===== config.mk =====
export PLATFORM = sky130hd
export DESIGN_NAME = fetch_stage
export DESIGN_NICKNAME = d
export VERILOG_FILES = /design/src/rtl/fetch_stage.sv
export SDC_FILE = /design/constraint.sdc
export NUM_CORES = 1
export LEC_CHECK = 0
export CORE_AREA = 3 3 142 144
export DETAILED_ROUTE_END_ITERATION = 6
export DIE_AREA = 0 0 145 147
export PLACE_DENSITY = 0.8
export SYNTH_ARGS = -nofsm -noshare
export SYNTH_HDL_FRONTEND = slang
export SYNTH_SLANG_ARGS = --single-unit

===== constraint.sdc =====
create_clock -name clk -period 2.3 [get_ports clk]
set_input_delay 0.345 -clock clk [delete_from_list [all_inputs] [get_ports clk]]
set_output_delay 0.345 -clock clk [all_outputs]
set_load 0.02 [all_outputs]

===== src/rtl/fetch_stage.sv =====
// fetch_stage: owns the PC, issues instruction-memory requests over a
// valid/ready style handshake (one outstanding request) and holds the IF/ID
// pipeline register feeding decode.
// Optional feature macro: FETCH_PERF_CNT_EN adds saturating performance
// counters for delivered fetches, stall cycles and accepted redirects.
module fetch_stage #(
   parameter int                     instr_width     = 32,
   parameter int                     pc_source_width = 2,
   parameter logic [instr_width-1:0] RESET_PC        = '0
) (
   input  logic                       clk,
   input  logic                       reset,
   input  logic                       stall_d,
   input  logic [pc_source_width-1:0] pc_src_d,
   input  logic [instr_width-1:0]     pc_branch_d,
   input  logic [instr_width-1:0]     imem_rdata,
   input  logic                       imem_valid,
   output logic                       imem_req,
   output logic [instr_width-1:0]     imem_addr,
   output logic [instr_width-1:0]     instr_d,
   output logic [instr_width-1:0]     pcplus4_d,
   output logic                       valid_d,
   output logic [instr_width-1:0]     pc_f
`ifdef FETCH_PERF_CNT_EN
   ,
   output logic [31:0]                perf_fetch_cnt,
   output logic [31:0]                perf_stall_cnt,
   output logic [31:0]                perf_flush_cnt
`endif
);

   typedef enum logic [1:0] {
      S_IDLE = 2'd0,
      S_REQ  = 2'd1,
      S_HOLD = 2'd2
   } state_t;

   state_t                 state_q, state_d;
   logic [instr_width-1:0] pc_q, pc_d;
   logic [instr_width-1:0] ifidInstr_q, ifidInstr_d;
   logic [instr_width-1:0] ifidPc4_q, ifidPc4_d;
   logic                   ifidValid_q, ifidValid_d;
   logic [instr_width-1:0] holdInstr_q, holdInstr_d;
   logic [instr_width-1:0] holdPc4_q, holdPc4_d;
   logic [instr_width-1:0] redirPc_q, redirPc_d;
   logic                   redirPend_q, redirPend_d;

   logic                   redirAccept;
   logic [instr_width-1:0] redirTarget;
   logic [instr_width-1:0] jumpTarget;
   logic [instr_width-1:0] pcPlus4;

   // Decode's redirect only counts when decode is not stalled; jump beats branch.
   always_comb begin
      jumpTarget  = {ifidPc4_q[instr_width-1 -: 4], ifidInstr_q[instr_width-7:0], 2'b00};
      redirAccept = !stall_d && (|pc_src_d);
      redirTarget = pc_src_d[1] ? jumpTarget : pc_branch_d;
      pcPlus4     = pc_q + instr_width'(4);
   end

   // State register.
   always_ff @(posedge clk) begin
      if (!reset) begin
         state_q <= S_IDLE;
      end else begin
         state_q <= state_d;
      end
   end

   // Next state: a response that arrives under stall is parked in S_HOLD.
   always_comb begin
      state_d = state_q;
      case (state_q)
         S_IDLE: state_d = S_REQ;
         S_REQ: begin
            if (imem_valid && !redirAccept && !redirPend_q && stall_d) begin
               state_d = S_HOLD;
            end
         end
         S_HOLD: begin
            if (!stall_d) begin
               state_d = S_REQ;
            end
         end
         default: state_d = S_IDLE;
      endcase
   end

   // Outputs: request only while in S_REQ, address is always the current PC.
   always_comb begin
      imem_req  = (state_q == S_REQ);
      imem_addr = pc_q;
      pc_f      = pc_q;
      instr_d   = ifidInstr_q;
      pcplus4_d = ifidPc4_q;
      valid_d   = ifidValid_q;
   end

   // Datapath next values: PC, IF/ID, hold buffer and the deferred redirect.
   always_comb begin
      pc_d        = pc_q;
      ifidInstr_d = ifidInstr_q;
      ifidPc4_d   = ifidPc4_q;
      ifidValid_d = ifidValid_q;
      holdInstr_d = holdInstr_q;
      holdPc4_d   = holdPc4_q;
      redirPc_d   = redirPc_q;
      redirPend_d = redirPend_q;
      case (state_q)
         S_IDLE: begin
            if (redirAccept) begin
               pc_d        = redirTarget;
               ifidInstr_d = '0;
               ifidValid_d = 1'b0;
            end
         end
         S_REQ: begin
            if (imem_valid) begin
               if (redirAccept) begin
                  pc_d        = redirTarget;
                  redirPend_d = 1'b0;
                  ifidInstr_d = '0;
                  ifidValid_d = 1'b0;
               end else if (redirPend_q) begin
                  pc_d        = redirPc_q;
                  redirPend_d = 1'b0;
                  ifidInstr_d = '0;
                  ifidValid_d = 1'b0;
               end else if (stall_d) begin
                  holdInstr_d = imem_rdata;
                  holdPc4_d   = pcPlus4;
               end else begin
                  ifidInstr_d = imem_rdata;
                  ifidPc4_d   = pcPlus4;
                  ifidValid_d = 1'b1;
                  pc_d        = pcPlus4;
               end
            end else if (redirAccept) begin
               redirPc_d   = redirTarget;
               redirPend_d = 1'b1;
               ifidInstr_d = '0;
               ifidValid_d = 1'b0;
            end
         end
         S_HOLD: begin
            if (!stall_d) begin
               if (redirAccept) begin
                  pc_d        = redirTarget;
                  ifidInstr_d = '0;
                  ifidValid_d = 1'b0;
               end else begin
                  ifidInstr_d = holdInstr_q;
                  ifidPc4_d   = holdPc4_q;
                  ifidValid_d = 1'b1;
                  pc_d        = holdPc4_q;
               end
            end
         end
         default: ;
      endcase
   end

   // Datapath registers with synchronous active-low reset.
   always_ff @(posedge clk) begin
      if (!reset) begin
         pc_q        <= RESET_PC;
         ifidInstr_q <= '0;
         ifidPc4_q   <= '0;
         ifidValid_q <= 1'b0;
         holdInstr_q <= '0;
         holdPc4_q   <= '0;
         redirPc_q   <= '0;
         redirPend_q <= 1'b0;
      end else begin
         pc_q        <= pc_d;
         ifidInstr_q <= ifidInstr_d;
         ifidPc4_q   <= ifidPc4_d;
         ifidValid_q <= ifidValid_d;
         holdInstr_q <= holdInstr_d;
         holdPc4_q   <= holdPc4_d;
         redirPc_q   <= redirPc_d;
         redirPend_q <= redirPend_d;
      end
   end

`ifdef FETCH_PERF_CNT_EN
   logic        deliver;
   logic [31:0] fetchCnt_q, stallCnt_q, flushCnt_q;

   // A delivery is any cycle that loads a real instruction into IF/ID.
   always_comb begin
      deliver = ((state_q == S_REQ) && imem_valid && !stall_d && !redirAccept && !redirPend_q)
             || ((state_q == S_HOLD) && !stall_d && !redirAccept);
   end

   // Saturating event counters.
   always_ff @(posedge clk) begin
      if (!reset) begin
         fetchCnt_q <= '0;
         stallCnt_q <= '0;
         flushCnt_q <= '0;
      end else begin
         if (deliver && (fetchCnt_q != '1)) fetchCnt_q <= fetchCnt_q + 32'd1;
         if (stall_d && (stallCnt_q != '1)) stallCnt_q <= stallCnt_q + 32'd1;
         if (redirAccept && (flushCnt_q != '1)) flushCnt_q <= flushCnt_q + 32'd1;
      end
   end

   assign perf_fetch_cnt = fetchCnt_q;
   assign perf_stall_cnt = stallCnt_q;
   assign perf_flush_cnt = flushCnt_q;
`endif

endmodule


==> design notes, run 1 <==
The run finished with clean final reports. The run gives 0 ns as the post-route setup TNS. The first global-routing pass estimated 50,400 µm of wire. Yosys shows that the main logic family after synthesis is AND-OR/OR-AND gates. Per the CTS log, the root buffer master is sky130_fd_sc_hd__clkbuf_16.

The worst setup path is captured at a flip-flop. The power in the clock group is 2.95 mW, and the total stage count of the critical path is 7. With the total vias in the final route at 9,840, the flop share of the area is 30.1%. Setup repair after global routing left no endpoint under its margin. The well-tap cell count is 260. The synthesized netlist handed to floorplanning was reported with a cell count of 1,214. The busiest layer in global routing is met2.

The power density normalized to cell area is 749 nW/µm², and the complex-gate fraction of the synthesized area is 26.4%. With the final tally of max-slew violations at 0, the maximum net fanout on the critical path is 5. In the global route stage, met2 resource usage came out at 44.3%.

The sequential cell count is 196. The pre-antenna-repair detailed-routing pass consisted of 5 iterations. In the post-route analysis, the smallest setup slack over all paths is 0.117 ns. Before placement the cells fill 52.5% of the core.

After synthesis, the share of cell area in mux cells is 4.18%. The run gives 2.63 ns as the critical path data required time. Capture endpoint of the worst hold path: imem_addr[24]. After layout, the worst path uses 94.9% of the clock period. At the pin with the least slew margin, the transition time is 0.530 ns. The area share of fa/ha/maj cells after synthesis was 0.759%; the remaining design rule violation count was 0. With the clock skew at 0.00764 ns, the count of port buffers added during placement is 199. With the clock distribution area overhead in the final layout at 4.45%, the number of inverters outside the clock class in the layout is 15. The kind of path behind the tightest hold check is input port to flip-flop. Per the GRT congestion report, total overflow comes to 0. After layout, the design draws a total of 9.78 mW. The critical-path cell with the highest stage delay was sky130_fd_sc_hd__dfxtp_1.

In the global route stage, overall resource usage came out at 28.9%.
run_1/io_fan.png
Drawn at 2 px/µm.
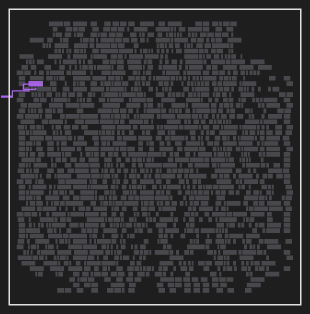
[purple] valid_d | bits: 1 | direction: output | end cells: 1 | buffers: 1 | wire: 32.2 µm

run_1/io_placement.png
Drawn at 3 px/µm. Pins as bars across the die edge, other pins in grey.
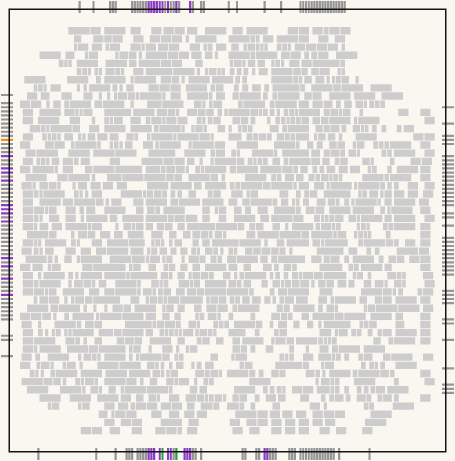
[orange] valid_d | pins: 1 | direction: output | edge: west
[purple] pc_branch_d | pins: 32 | direction: input | edge: 12 west, 11 south, 9 north
[green] pc_src_d | pins: 2 | direction: input | edge: south
all pins by edge: 58 west, 52 south, 48 north, 42 east

run_1/logic_types.png
Drawn at 3 px/µm.
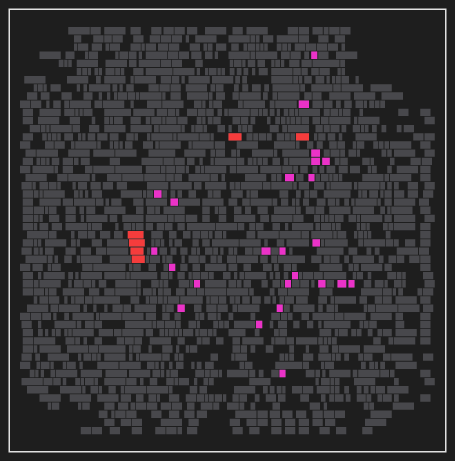
[red] adder and majority cells | cells: 6
[magenta] AND and OR gates | cells: 24

==> inputs of run 2 (changes only) <==
--- a/config.mk
+++ b/config.mk
@@ -9,6 +9,7 @@
 export DETAILED_ROUTE_END_ITERATION = 6
 export DIE_AREA = 0 0 145 147
 export PLACE_DENSITY = 0.8
+export SLEW_MARGIN = 0
 export SYNTH_ARGS = -nofsm -noshare
 export SYNTH_HDL_FRONTEND = slang
 export SYNTH_SLANG_ARGS = --single-unit
==> run 2 against run 1 <==
Effect of this change: hold slack unchanged; setup slack unchanged; clock-buffer cell count is the same; maximum frequency stayed put; clock skew stayed put; first-iteration DRC count unchanged; combinational power about the same; non-clock buffer count stayed put; largest cell class unchanged.
==> design notes, run 2 <==
The run finished with clean final reports. The overall power came out at 9.78 mW (unchanged). CTS placed an instance of sky130_fd_sc_hd__clkbuf_16 at the clock tree root. The sequential cell count was 196 (unchanged); the clock distribution area overhead in the final layout was 4.45% (unchanged).

Post-synthesis instance total: 1,214 (unchanged). The post-synthesis mux area share was 4.18% (unchanged); the power in the clock group was 2.95 mW (about the same). The run gives 26.4% (unchanged) for the complex-gate fraction of the synthesized area. The capture endpoint of the worst hold path was imem_addr[24]. With the clock skew at 0.00764 ns (unchanged), the total vias in the final route is 9,840 (unchanged).

Worst path setup slack after routing: 0.117 ns (unchanged). The power density normalized to cell area was 749 nW/µm² (unchanged); the initial core utilization was 52.5% (unchanged). With the post-route setup TNS at 0 ns (unchanged), the global routing usage summed across all routing layers is 28.9% (unchanged).

The post-route clock period utilization is 94.9% (unchanged). The flop share of the area is 30.1% (unchanged). The main logic family after synthesis was AND-OR/OR-AND gates. Critical-path cell with the highest stage delay: sky130_fd_sc_hd__dfxtp_1.
run_2/logic_types.png
Drawn at 3 px/µm.
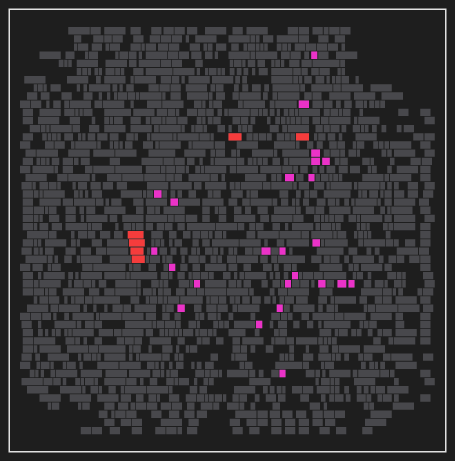
[red] adder and majority cells | cells: 6
[magenta] AND and OR gates | cells: 24

run_2/io_placement.png
Drawn at 3 px/µm. Pins as bars across the die edge, other pins in grey.
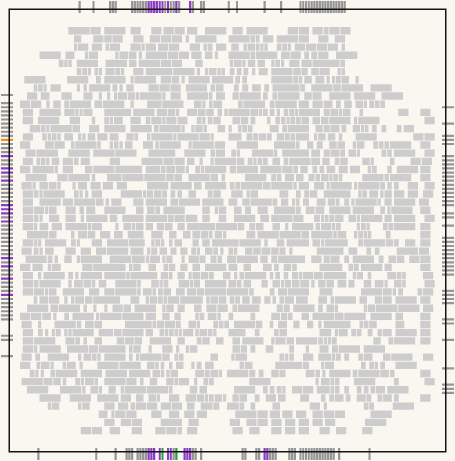

==> inputs of run 3 (changes only) <==
--- a/config.mk
+++ b/config.mk
@@ -5,10 +5,12 @@
 export SDC_FILE = /design/constraint.sdc
 export NUM_CORES = 1
 export LEC_CHECK = 0
-export CORE_AREA = 3 3 142 144
+export ABC_AREA = 1
+export CORE_AREA = 3 3 140 142
+export CTS_BUF_LIST = sky130_fd_sc_hd__clkbuf_4
 export DETAILED_ROUTE_END_ITERATION = 6
-export DIE_AREA = 0 0 145 147
-export PLACE_DENSITY = 0.8
+export DIE_AREA = 0 0 143 145
+export PLACE_DENSITY = 0.83
 export SLEW_MARGIN = 0
 export SYNTH_ARGS = -nofsm -noshare
 export SYNTH_HDL_FRONTEND = slang
==> constraint.sdc (replaced) <==
create_clock -name clk -period 2.21 [get_ports clk]
set_input_delay 0.3315 -clock clk [delete_from_list [all_inputs] [get_ports clk]]
set_output_delay 0.3315 -clock clk [all_outputs]
set_load 0.02 [all_outputs]
run_3/io_placement.png
Drawn at 3 px/µm. Pins as bars across the die edge, other pins in grey.
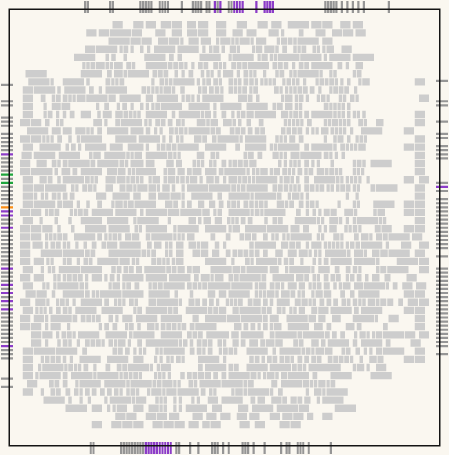
[purple] pc_branch_d | pins: 32 | direction: input | edge: 11 north, 10 west, 10 south, 1 east
[orange] valid_d | pins: 1 | direction: output | edge: west
[green] pc_src_d | pins: 2 | direction: input | edge: west

==> run 3 against run 2 <==
Effect of this change: largest cell class unchanged; total power is 3.2% lower; first-iteration DRC count is 61% higher; area after synthesis is 0.85% higher; critical path depth is 5 lower; core utilization is 1.6 points lower; via count is 8.9% higher; cell count is 14% higher; global-route usage is 0.83 points higher; non-clock buffer count is 35 lower; clock power is 32% lower.
==> design notes, run 3 <==
The run finished with clean final reports. The tools report the total vias in the final route as 10,700 (+8.9%). The share of post-route cells with drive strength above 1 is 8.25%, and the average cell area after synthesis is 6.71 µm². The number of placed instances, taps included, is 1,862. Setup repair after global routing could not meet its margin everywhere. For the post-synthesis instance total, the log shows 1,487 (+22%).

In the finished design, the share of the clock period the worst path needs comes to 95.7%. The run gives 0 ns (unchanged) for the post-route setup TNS. The overall power is 9.46 mW (-3.2%). The routed design could run at a clock period as short as 2.11 ns.

In the hold report, the worst path ends at imem_addr[4]. The global routing usage summed across all routing layers is 29.8% (+0.83 points). Cell at the root of the clock tree: sky130_fd_sc_hd__clkbuf_4. The main logic family after synthesis is AND-OR/OR-AND gates. The worst path setup slack after routing is 0.0960 ns (-0.0211 ns). The initial core utilization is 53.7% (+1.2 points). The HPWL after detailed placement is 22,800 µm.

The worst-case max-slew headroom was logged as 70.1%. The run gives 0.0163 ns (+0.00862 ns) for the clock skew. The combinational gate power is 3.28 mW.

The post-synthesis mux area share was 0% (-4.2 points); the worst ir drop on vdd was 438 µV. The power in the clock group is 2.01 mW (-32%), and the final non-filler cell total is 1,895. The fraction of synthesis flops using an asynchronous set or reset pin is 0%. Per the STA report, the cell with the highest stage delay on the worst path is sky130_fd_sc_hd__clkdlybuf4s50_1. With the xor-xnor portion of the synthesized cell area at 1.41%, the flop share of the area is 31.2% (+1.1 points). The run gives 24.8% (-1.6 points) for the complex-gate fraction of the synthesized area. For this run, the slowest stage of the critical path takes 0.62 ns.

Per the timing report, the biggest fanout along the worst path comes to 4. The placeable core region was 18,600 µm². Clock-pin slew reported for the worst setup and hold paths after clock tree synthesis: 0.15 ns.

The clock distribution area overhead in the final layout is 2.30% (-2.2 points). The synthesis report lists the Yosys warning total as 0. The run gives 12,300 µm² for the instance area at placement. TritonCTS built the clock tree. The power density normalized to cell area was 752 nW/µm² (+0.32%).
Power and IR drop assume default switching activity.
